### Metal layers overlaid, run 1

Only two layers are drawn.
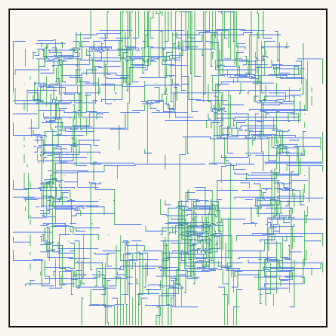
### I/O nets highlighted, run 1

Scale bar: 20 µm.
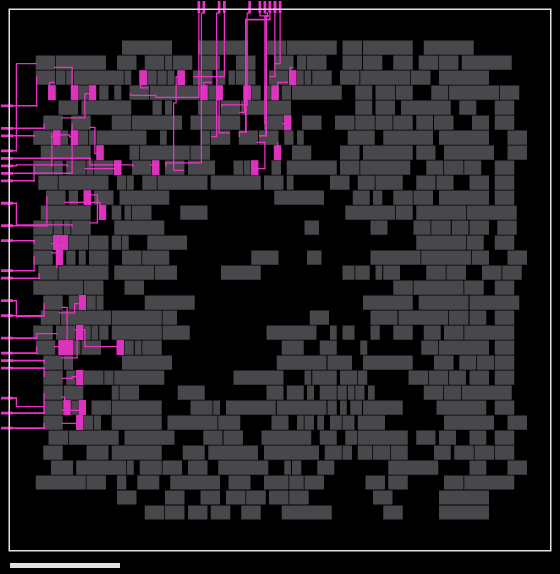
### A small window of the routed layout, run 1

Region (4, 53) to (44, 93) µm. Cells in grey, sequential cells in the stronger grey; small squares are vias.
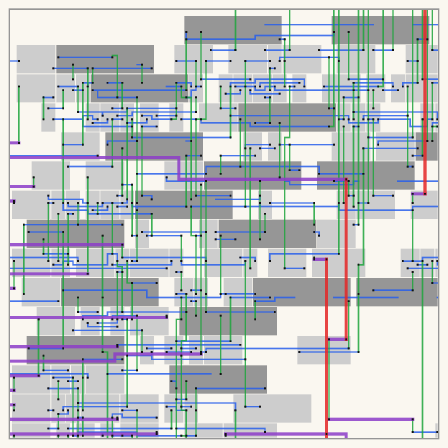
[src/rtl/apb_master_bridge_if.sv]
// Command/response and APB bus signals of apb_master_bridge, bundled as one interface.
// The master modport is the bridge itself; the slave modport is whatever sits around it.
`timescale 1ns/1ps
interface apb_master_bridge_if #(
  parameter int ADDR_WIDTH = 8,
  parameter int DATA_WIDTH = 32
);
  logic                  cmd_valid;
  logic                  cmd_ready;
  logic                  cmd_write;
  logic [ADDR_WIDTH-1:0] cmd_addr;
  logic [DATA_WIDTH-1:0] cmd_wdata;
  logic                  rsp_valid;
  logic [DATA_WIDTH-1:0] rsp_rdata;
  logic                  rsp_err;
  logic [ADDR_WIDTH-1:0] paddr;
  logic                  pselx;
  logic                  penable;
  logic                  pwrite;
  logic [DATA_WIDTH-1:0] pwdata;
  logic [DATA_WIDTH-1:0] prdata;
  logic                  pready;
  logic                  pslverr;

  modport master (
    input  cmd_valid, cmd_write, cmd_addr, cmd_wdata, prdata, pready, pslverr,
    output cmd_ready, rsp_valid, rsp_rdata, rsp_err,
           paddr, pselx, penable, pwrite, pwdata
  );

  modport slave (
    output cmd_valid, cmd_write, cmd_addr, cmd_wdata, prdata, pready, pslverr,
    input  cmd_ready, rsp_valid, rsp_rdata, rsp_err,
           paddr, pselx, penable, pwrite, pwdata
  );
endinterface

[src/rtl/apb_master_bridge.sv]
// APB requester: turns valid/ready commands into SETUP/ACCESS transfers and returns
// one registered response per command, with a wait-state watchdog against hung slaves.
`timescale 1ns/1ps
module apb_master_bridge #(
  parameter int ADDR_WIDTH = 8,
  parameter int DATA_WIDTH = 32,
  parameter int TIMEOUT    = 16
) (
  input  logic               pclk,
  input  logic               presetn,
  apb_master_bridge_if.master bus
);

  localparam int WD_W = (TIMEOUT < 1) ? 1 : $clog2(TIMEOUT + 1);
  localparam logic [WD_W-1:0] WD_LAST = WD_W'((TIMEOUT == 0) ? 0 : TIMEOUT - 1);

  typedef enum logic [1:0] {
    IDLE   = 2'd0,
    SETUP  = 2'd1,
    ACCESS = 2'd2
  } state_t;

  state_t                state_q,     state_d;
  logic [WD_W-1:0]       wdog_q,      wdog_d;
  logic [ADDR_WIDTH-1:0] paddr_q,     paddr_d;
  logic                  pselx_q,     pselx_d;
  logic                  penable_q,   penable_d;
  logic                  pwrite_q,    pwrite_d;
  logic [DATA_WIDTH-1:0] pwdata_q,    pwdata_d;
  logic                  rsp_valid_q, rsp_valid_d;
  logic [DATA_WIDTH-1:0] rsp_rdata_q, rsp_rdata_d;
  logic                  rsp_err_q,   rsp_err_d;

  logic accept;
  logic abort;

  assign bus.cmd_ready = (state_q == IDLE) && presetn;
  assign accept        = bus.cmd_valid && bus.cmd_ready;
  assign abort         = (TIMEOUT != 0) && (wdog_q == WD_LAST);

  always_comb begin
    state_d     = state_q;
    wdog_d      = wdog_q;
    paddr_d     = paddr_q;
    pselx_d     = pselx_q;
    penable_d   = penable_q;
    pwrite_d    = pwrite_q;
    pwdata_d    = pwdata_q;
    rsp_valid_d = 1'b0;
    rsp_rdata_d = rsp_rdata_q;
    rsp_err_d   = rsp_err_q;

    case (state_q)
      IDLE: begin
        // The APB output flops double as the latched command for the whole transfer.
        if (accept) begin
          state_d   = SETUP;
          pselx_d   = 1'b1;
          penable_d = 1'b0;
          paddr_d   = bus.cmd_addr;
          pwrite_d  = bus.cmd_write;
          pwdata_d  = bus.cmd_write ? bus.cmd_wdata : '0;
        end
      end
      SETUP: begin
        state_d   = ACCESS;
        penable_d = 1'b1;
        wdog_d    = '0;
      end
      ACCESS: begin
        // A ready slave on the abort edge still completes normally.
        if (bus.pready) begin
          state_d     = IDLE;
          pselx_d     = 1'b0;
          penable_d   = 1'b0;
          rsp_valid_d = 1'b1;
          rsp_rdata_d = pwrite_q ? '0 : bus.prdata;
          rsp_err_d   = bus.pslverr;
        end else if (abort) begin
          state_d     = IDLE;
          pselx_d     = 1'b0;
          penable_d   = 1'b0;
          rsp_valid_d = 1'b1;
          rsp_rdata_d = '0;
          rsp_err_d   = 1'b1;
        end else if (TIMEOUT != 0) begin
          wdog_d = wdog_q + WD_W'(1);
        end
      end
      default: begin
        state_d   = IDLE;
        pselx_d   = 1'b0;
        penable_d = 1'b0;
      end
    endcase
  end

  always_ff @(posedge pclk or negedge presetn) begin
    if (!presetn) begin
      state_q     <= IDLE;
      wdog_q      <= '0;
      paddr_q     <= '0;
      pselx_q     <= 1'b0;
      penable_q   <= 1'b0;
      pwrite_q    <= 1'b0;
      pwdata_q    <= '0;
      rsp_valid_q <= 1'b0;
      rsp_rdata_q <= '0;
      rsp_err_q   <= 1'b0;
    end else begin
      state_q     <= state_d;
      wdog_q      <= wdog_d;
      paddr_q     <= paddr_d;
      pselx_q     <= pselx_d;
      penable_q   <= penable_d;
      pwrite_q    <= pwrite_d;
      pwdata_q    <= pwdata_d;
      rsp_valid_q <= rsp_valid_d;
      rsp_rdata_q <= rsp_rdata_d;
      rsp_err_q   <= rsp_err_d;
    end
  end

  assign bus.paddr     = paddr_q;
  assign bus.pselx     = pselx_q;
  assign bus.penable   = penable_q;
  assign bus.pwrite    = pwrite_q;
  assign bus.pwdata    = pwdata_q;
  assign bus.rsp_valid = rsp_valid_q;
  assign bus.rsp_rdata = rsp_rdata_q;
  assign bus.rsp_err   = rsp_err_q;

endmodule

[src/flat_wrapper.sv]
// flat-port wrapper written by rule: the top's interface ports become plain ports
module apb_master_bridge_flat 
#(
  parameter int ADDR_WIDTH = 8,
  parameter int DATA_WIDTH = 32,
  parameter int TIMEOUT    = 16
)
  (pclk, presetn, bus_cmd_valid, bus_cmd_write, bus_cmd_addr, bus_cmd_wdata, bus_prdata, bus_pready, bus_pslverr, bus_cmd_ready, bus_rsp_valid, bus_rsp_rdata, bus_rsp_err, bus_paddr, bus_pselx, bus_penable, bus_pwrite, bus_pwdata);
  apb_master_bridge_if #(.ADDR_WIDTH(ADDR_WIDTH), .DATA_WIDTH(DATA_WIDTH)) bus_i ();
  input  logic pclk;
  input  logic presetn;
  input wire logic [$bits(bus_i.cmd_valid)-1:0] bus_cmd_valid;
  input wire logic [$bits(bus_i.cmd_write)-1:0] bus_cmd_write;
  input wire logic [$bits(bus_i.cmd_addr)-1:0] bus_cmd_addr;
  input wire logic [$bits(bus_i.cmd_wdata)-1:0] bus_cmd_wdata;
  input wire logic [$bits(bus_i.prdata)-1:0] bus_prdata;
  input wire logic [$bits(bus_i.pready)-1:0] bus_pready;
  input wire logic [$bits(bus_i.pslverr)-1:0] bus_pslverr;
  output wire logic [$bits(bus_i.cmd_ready)-1:0] bus_cmd_ready;
  output wire logic [$bits(bus_i.rsp_valid)-1:0] bus_rsp_valid;
  output wire logic [$bits(bus_i.rsp_rdata)-1:0] bus_rsp_rdata;
  output wire logic [$bits(bus_i.rsp_err)-1:0] bus_rsp_err;
  output wire logic [$bits(bus_i.paddr)-1:0] bus_paddr;
  output wire logic [$bits(bus_i.pselx)-1:0] bus_pselx;
  output wire logic [$bits(bus_i.penable)-1:0] bus_penable;
  output wire logic [$bits(bus_i.pwrite)-1:0] bus_pwrite;
  output wire logic [$bits(bus_i.pwdata)-1:0] bus_pwdata;
  assign bus_i.cmd_valid = bus_cmd_valid;
  assign bus_i.cmd_write = bus_cmd_write;
  assign bus_i.cmd_addr = bus_cmd_addr;
  assign bus_i.cmd_wdata = bus_cmd_wdata;
  assign bus_i.prdata = bus_prdata;
  assign bus_i.pready = bus_pready;
  assign bus_i.pslverr = bus_pslverr;
  assign bus_cmd_ready = bus_i.cmd_ready;
  assign bus_rsp_valid = bus_i.rsp_valid;
  assign bus_rsp_rdata = bus_i.rsp_rdata;
  assign bus_rsp_err = bus_i.rsp_err;
  assign bus_paddr = bus_i.paddr;
  assign bus_pselx = bus_i.pselx;
  assign bus_penable = bus_i.penable;
  assign bus_pwrite = bus_i.pwrite;
  assign bus_pwdata = bus_i.pwdata;
  apb_master_bridge #(.ADDR_WIDTH(ADDR_WIDTH), .DATA_WIDTH(DATA_WIDTH), .TIMEOUT(TIMEOUT)) u_core (.pclk(pclk), .presetn(presetn), .bus(bus_i));
endmodule
[config.mk]
export PLATFORM = sky130hd
export DESIGN_NAME = apb_master_bridge_flat
export DESIGN_NICKNAME = d
export VERILOG_FILES = /design/src/rtl/apb_master_bridge_if.sv /design/src/rtl/apb_master_bridge.sv /design/src/flat_wrapper.sv
export SDC_FILE = /design/constraint.sdc
export NUM_CORES = 1
export LEC_CHECK = 0
export ABC_CLOCK_PERIOD_IN_PS = 2400
export CAP_MARGIN = 10
export CORE_MARGIN = 4
export CORE_UTILIZATION = 40
export DETAILED_ROUTE_END_ITERATION = 8
export GPL_ROUTABILITY_DRIVEN = 0
export PLACE_DENSITY = 0.86
export SLEW_MARGIN = 5
export SYNTH_ARGS = -nofsm -noshare
export SYNTH_HDL_FRONTEND = slang
export SYNTH_SLANG_ARGS = --single-unit
[constraint.sdc]
create_clock -name pclk -period 2.4 [get_ports pclk]
set_input_delay 0.36 -clock pclk [delete_from_list [all_inputs] [get_ports pclk]]
set_output_delay 0.36 -clock pclk [all_outputs]
set_load 0.02 [all_outputs]
==> out/qor.yml, run 1 <==
status:
  outcome: "finished, final reports clean"
yosys:
  synthTopCellsByCount: "dfrtp_1, nand2_1, a22o_1, o21ai_0, o21ai_1"
  top_cell_area_share_pct: 64.17
  yosys-stat-area_um2: 3237
  ys_sh_simple_pct: 11.44
  syn-num-nets: 362
  ys_sh_xor_pct: 0
  synth_cells: 282
routing:
  drtAntennaViolNets: 0
  highest_layer: "met4"
  drtIter0Drc: 128
  wirelength_mm: 8.417
  drt-met1-wl_mm: 3.525
  dr_wl_met3_um: 845
global_routing:
  grt_pass1_vias: 2786
  grt.met3_usage_pct: 5.786
  grt_overflow_total: 0
  antenna_found_initial: 0
timing:
  tightest_slew_ps: 1008
  maxSlewHeadroom_pct: 32.80
  finalClockPeriodUsage_pct: 88.29
  fmax_mhz: 471.9
  hold_violations: 0
power:
  top_power_group: "sequential cells"
  pg_clk_uw: 874
  intPower_uw: 3102
  p_total_uw: 4654
die:
  fp.dieW_um: 97.96
  fp-row-count: 32
cells_and_area:
  signal_buffers: 162
  insertedDiodeCount: 0
  lay_top_count: "clkdlybuf4s50_1"
  design_area_um2: 5100
  sh_seq_area_pct: 40.73
  clock_buffers: 10
  nNetsFinal: 514
  comb_area_um2: 1052
clock_network:
  ctsHtreeMaxLevel: 3
  post_cts_buffers: 0
  clock_path_buffers: 2
  clk_pin_slew_ps: 80
placed_design:
  dp_worst_setup_slack_ps: 328.2
  place_area_um2: 4920
critical_path:
  critPathRequiredTime_ps: 2630
  critPathMaxFanout: 33
  cp-end-kind: "flop"
About 'Metal layers overlaid':
legend:
  M2:
    colour: green
    wire_length: 3910 µm
  M1:
    colour: blue
    wire_length: 3530 µm
GRT Total Usage: 17.87%
mean routed wirelength per cell: 15.59 µm

About 'I/O nets highlighted':
legend:
  `bus_cmd_wdata`:
    colour: magenta
    direction: input
    end_cells: 32
    buffers: 32
    wire: 608 µm
I/O Pins: 156
port buffer count: 155

About 'A small window of the routed layout':
legend:
  M2:
    colour: green
  M1:
    colour: blue
  M3:
    colour: purple
  M4:
    colour: red
most frequent: clkdlybuf4s50_1 (37), nand2_1 (36), dfrtp_1 (17)
netlist names of flops here include: `u_core.bus.pwdata` (17)
cells with their middle in the window: 113
sequential cells in the window: 17

==> run 2, diff against run 1 <==
- HOLD_SLACK_MARGIN: not set -> 0.05
### Where the registers sit, run 2

Scale bar: 20 µm. Other sequential cells in the stronger grey, the rest of the logic in the fainter grey.
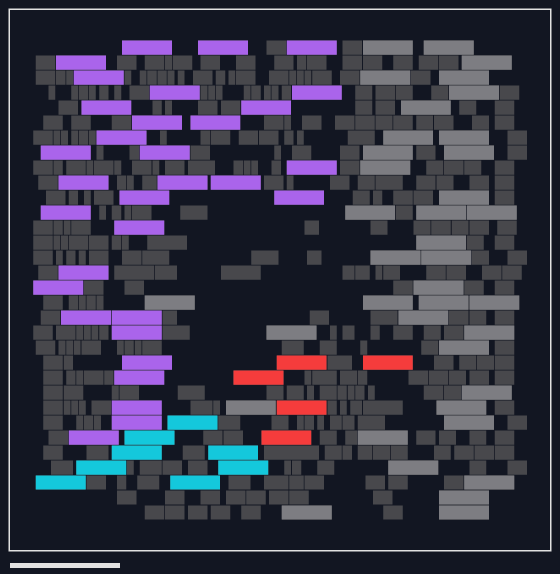
legend:
  `u_core.bus.pwdata`:
    colour: purple
    sequential_cells: 32
  `u_core.wdog_q`:
    colour: red
    sequential_cells: 5
  `u_core.bus.paddr`:
    colour: cyan
    sequential_cells: 8
Flop+latch power: 1990 µW
register area: 2077 µm²

==> run 2 against run 1 <==
Compared with the run above:
- clock skew is the same
- highest routed layer unchanged
- cell count did not move
- cell area stayed put
- count of clock-buffer cells in the layout stayed put
- largest cell class unchanged
- first-iteration DRC count is the same
==> out/qor.yml, run 2 <==
yosys:
  top_logic_kind: "AND-OR/OR-AND gates"
  top_cell_area_share_pct: 64.17
  synth_cells: 282
  ys_sh_xor_pct: 0
  yosys_warnings: 0
  synth_flops: 83
  synthesis.area_um2: 3237
  synthTopCellsByCount: "dfrtp_1, nand2_1, a22o_1, o21ai_0, o21ai_1"
  syn-num-nets: 362
  synth_seq_share_pct: 64.17
  ys_sh_simple_pct: 11.44
  compound_area_share_pct: 16.24
  yosys-stat-area_um2: 3237
die:
  die_h_um: 97.96
  fp-row-count: 32
  io_pins: 156
  fp.dieW_um: 97.96
  nWellTaps: 102
critical_path:
  worstSetupStartpoint: "u_core.wdog_q[0]"
  critPathMaxFanout: 33
  cp-end-kind: "flop"
  critPathRequiredTime_ps: 2630
  cp_top_family: "simple AND/OR/NAND/NOR gates"
power:
  seq_power_share_pct: 42.8
  p_sw_uw: 1553
  pg_clk_uw: 874
  p_comb_share_pct: 38.4
  top_power_group: "sequential cells"
  powerComb_uw: 1790
  intPower_uw: 3102
  ir_drop_mv: 0.4139
  p_total_uw: 4654
placed_design:
  dp_worst_setup_slack_ps: 328.2
  place_area_um2: 4920
  portBuffers: 155
job:
  drv_cap: 0
routing:
  avgRoutedWirePerCell_um: 15.59
  dr_wl_met3_um: 845
  drtIter0Drc: 128
  highest_layer: "met4"
  wirelength_mm: 8.417
  drtAntennaViolNets: 0
  drt-met1-wl_mm: 3.525
cells_and_area:
  insertedDiodeCount: 0
  nNetsFinal: 514
  sh_seq_area_pct: 40.73
  sh_comb_area_pct: 20.63
  clock_buffers: 10
  drive_gt1_share_pct: 6.393
  signal_buffers: 162
  fin_util_pct: 65.32
  comb_area_um2: 1052
  design_area_um2: 5100
  area_share_clock_buf_inv_pct: 3.288
  lay_top_count: "clkdlybuf4s50_1"
  buf_share_pct: 32.48
clock_network:
  clock_latency_ps: 340
  post_cts_buffers: 0
  cts.sinks: 83
  cts_tree: "built"
  clock_path_buffers: 2
  clk_pin_slew_ps: 80
  ctsHtreeMaxLevel: 3
  cts-buffers-inserted: 9
timing:
  finalClockPeriodUsage_pct: 88.29
  hold_violations: 0
  fin_hold_ws_ps: 386.4
  setup_violations: 0
  fin_setup_tns_ps: 0
  tightest_slew_ps: 1008
  maxSlewHeadroom_pct: 32.80
  fmax_mhz: 471.9
  rsz0062_at_grt: "false"
global_routing:
  grt.met3_usage_pct: 5.786
  grt_util_all_layers_pct: 17.87
  grt_pass1_wl_mm: 13.92
  grt_overflow_total: 0
  antenna_found_initial: 0
  grt_pass1_vias: 2786
status:
  outcome: "finished, final reports clean"
### I/O nets highlighted, run 2

Scale bar: 20 µm.
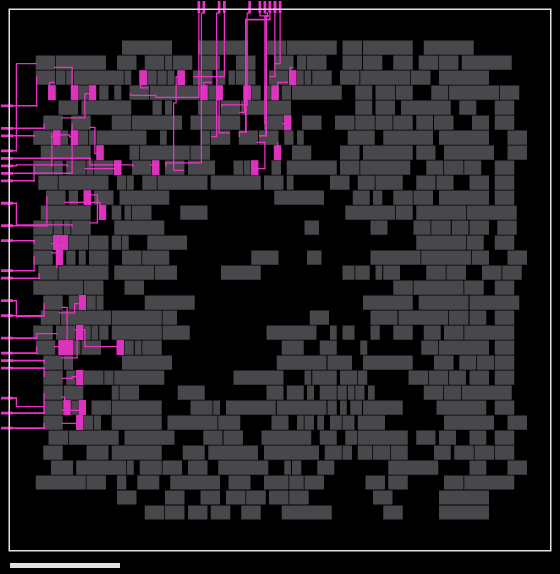

==> run 3, diff against run 2 <==
- ABC_CLOCK_PERIOD_IN_PS: 2400 -> 1950
- clock period: 2.4 -> 1.95 ns (I/O delays scaled with it)
### I/O nets highlighted, run 3

Scale bar: 20 µm.
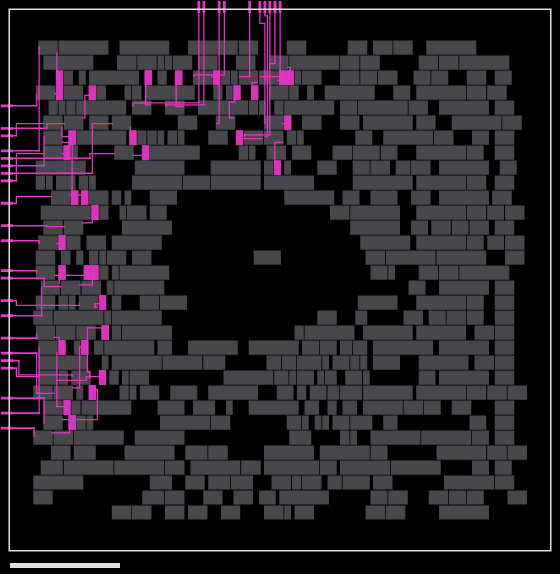
legend:
  `bus_cmd_wdata`:
    colour: magenta
    direction: input
    end_cells: 32
    buffers: 32
    wire: 607 µm

==> run 3 against run 2 <==
Compared with the run above:
- die size unchanged
- clock power is 54% higher
- via count is 0.33% lower
- register-to-register slack got worse by 230 ps
- cell area increased by 2.2%
- critical path depth is the same
- fmax grew 11%
- routed wire length is 1.2% lower
- count of clock-buffer cells in the layout unchanged
- non-clock buffer count up 4
- largest power group unchanged
==> out/qor.yml, run 3 <==
status:
  outcome: "finished, final reports clean"
placed_design:
  place_area_um2: 4937
  dp_worst_setup_slack_ps: -11.19
  portBuffers: 155
power:
  p_sw_uw: 1923
  p_seq_uw: 2420
  p_comb_share_pct: 37.5
  ir_drop_mv: 0.4991
  p_total_uw: 6043
  top_power_group: "sequential cells"
  powerComb_uw: 2270
  seq_power_share_pct: 40.1
cells_and_area:
  drive_gt1_share_pct: 8.352
  inv_count: 5
  nNetsFinal: 518
  clock_buffers: 10
  sh_comb_area_pct: 20.63
  seq_area_um2: 2077
  fin_util_pct: 66.73
  design_area_um2: 5210
  signal_buffers: 166
  sh_seq_area_pct: 39.87
  lay_top_count: "clkdlybuf4s50_1"
  area_share_clock_buf_inv_pct: 4.347
  comb_area_um2: 1075
  insertedDiodeCount: 0
  buf_share_pct: 32.35
timing:
  rsz0062_at_grt: "false"
  hold_violations: 0
  finalWorstSetupSlack_ps: 49.53
  finalClockPeriodUsage_pct: 97.46
  tightest_slew_ps: 995.2
  setup_violations: 0
  fin_setup_tns_ps: 0
  fin_hold_ws_ps: 279.4
  maxSlewHeadroom_pct: 33.66
yosys:
  synth_seq_share_pct: 64.17
  ys_sh_xor_pct: 0
  top_logic_kind: "AND-OR/OR-AND gates"
  syn-num-nets: 362
  ys_sh_simple_pct: 11.44
  compound_area_share_pct: 16.24
  synth_flops: 83
  yosys_warnings: 0
  synthesis.area_um2: 3237
  yosys-stat-area_um2: 3237
  synth_cells: 282
  synthTopCellsByCount: "dfrtp_1, nand2_1, a22o_1, o21ai_0, o21ai_1"
  top_cell_area_share_pct: 64.17
die:
  die_h_um: 97.96
  io_pins: 156
  nWellTaps: 102
  fp.dieW_um: 97.96
  fp-row-count: 32
global_routing:
  grt.met3_usage_pct: 5.714
  grt_pass1_wl_mm: 13.52
  grt_util_all_layers_pct: 17.38
  antenna_found_initial: 0
  grt_pass1_vias: 2708
  grt_overflow_total: 0
clock_network:
  clk_pin_slew_ps: 80
  cts_tree: "built"
  post_cts_buffers: 0
  clock_latency_ps: 340
  cts-buffers-inserted: 9
  ctsHtreeMaxLevel: 3
  cts_root_buffer: "clkbuf_8"
  clock_path_buffers: 2
critical_path:
  cpPeakStageDelay_ps: 370
  critPathRequiredTime_ps: 2180
  critPathMaxFanout: 16
  crit_slowest_cell: "or3_4"
  worstSetupStartpointType: "flop"
  cp_top_family: "simple AND/OR/NAND/NOR gates"
  cp-end-kind: "flop"
  crit_type: "flop to flop"
  worstSetupStartpoint: "u_core.wdog_q[0]"
  crit_path_end: "u_core.bus.rsp_rdata[16]"
  ff2ff_path_depth: 7
routing:
  drtAntennaViolNets: 0
  highest_layer: "met4"
  dr_wl_met3_um: 724
  avgRoutedWirePerCell_um: 15.26
  drtIter0Drc: 82
  drtPass1Iterations: 4
job:
  tool_warnings: 26
Power and IR drop assume default switching activity.
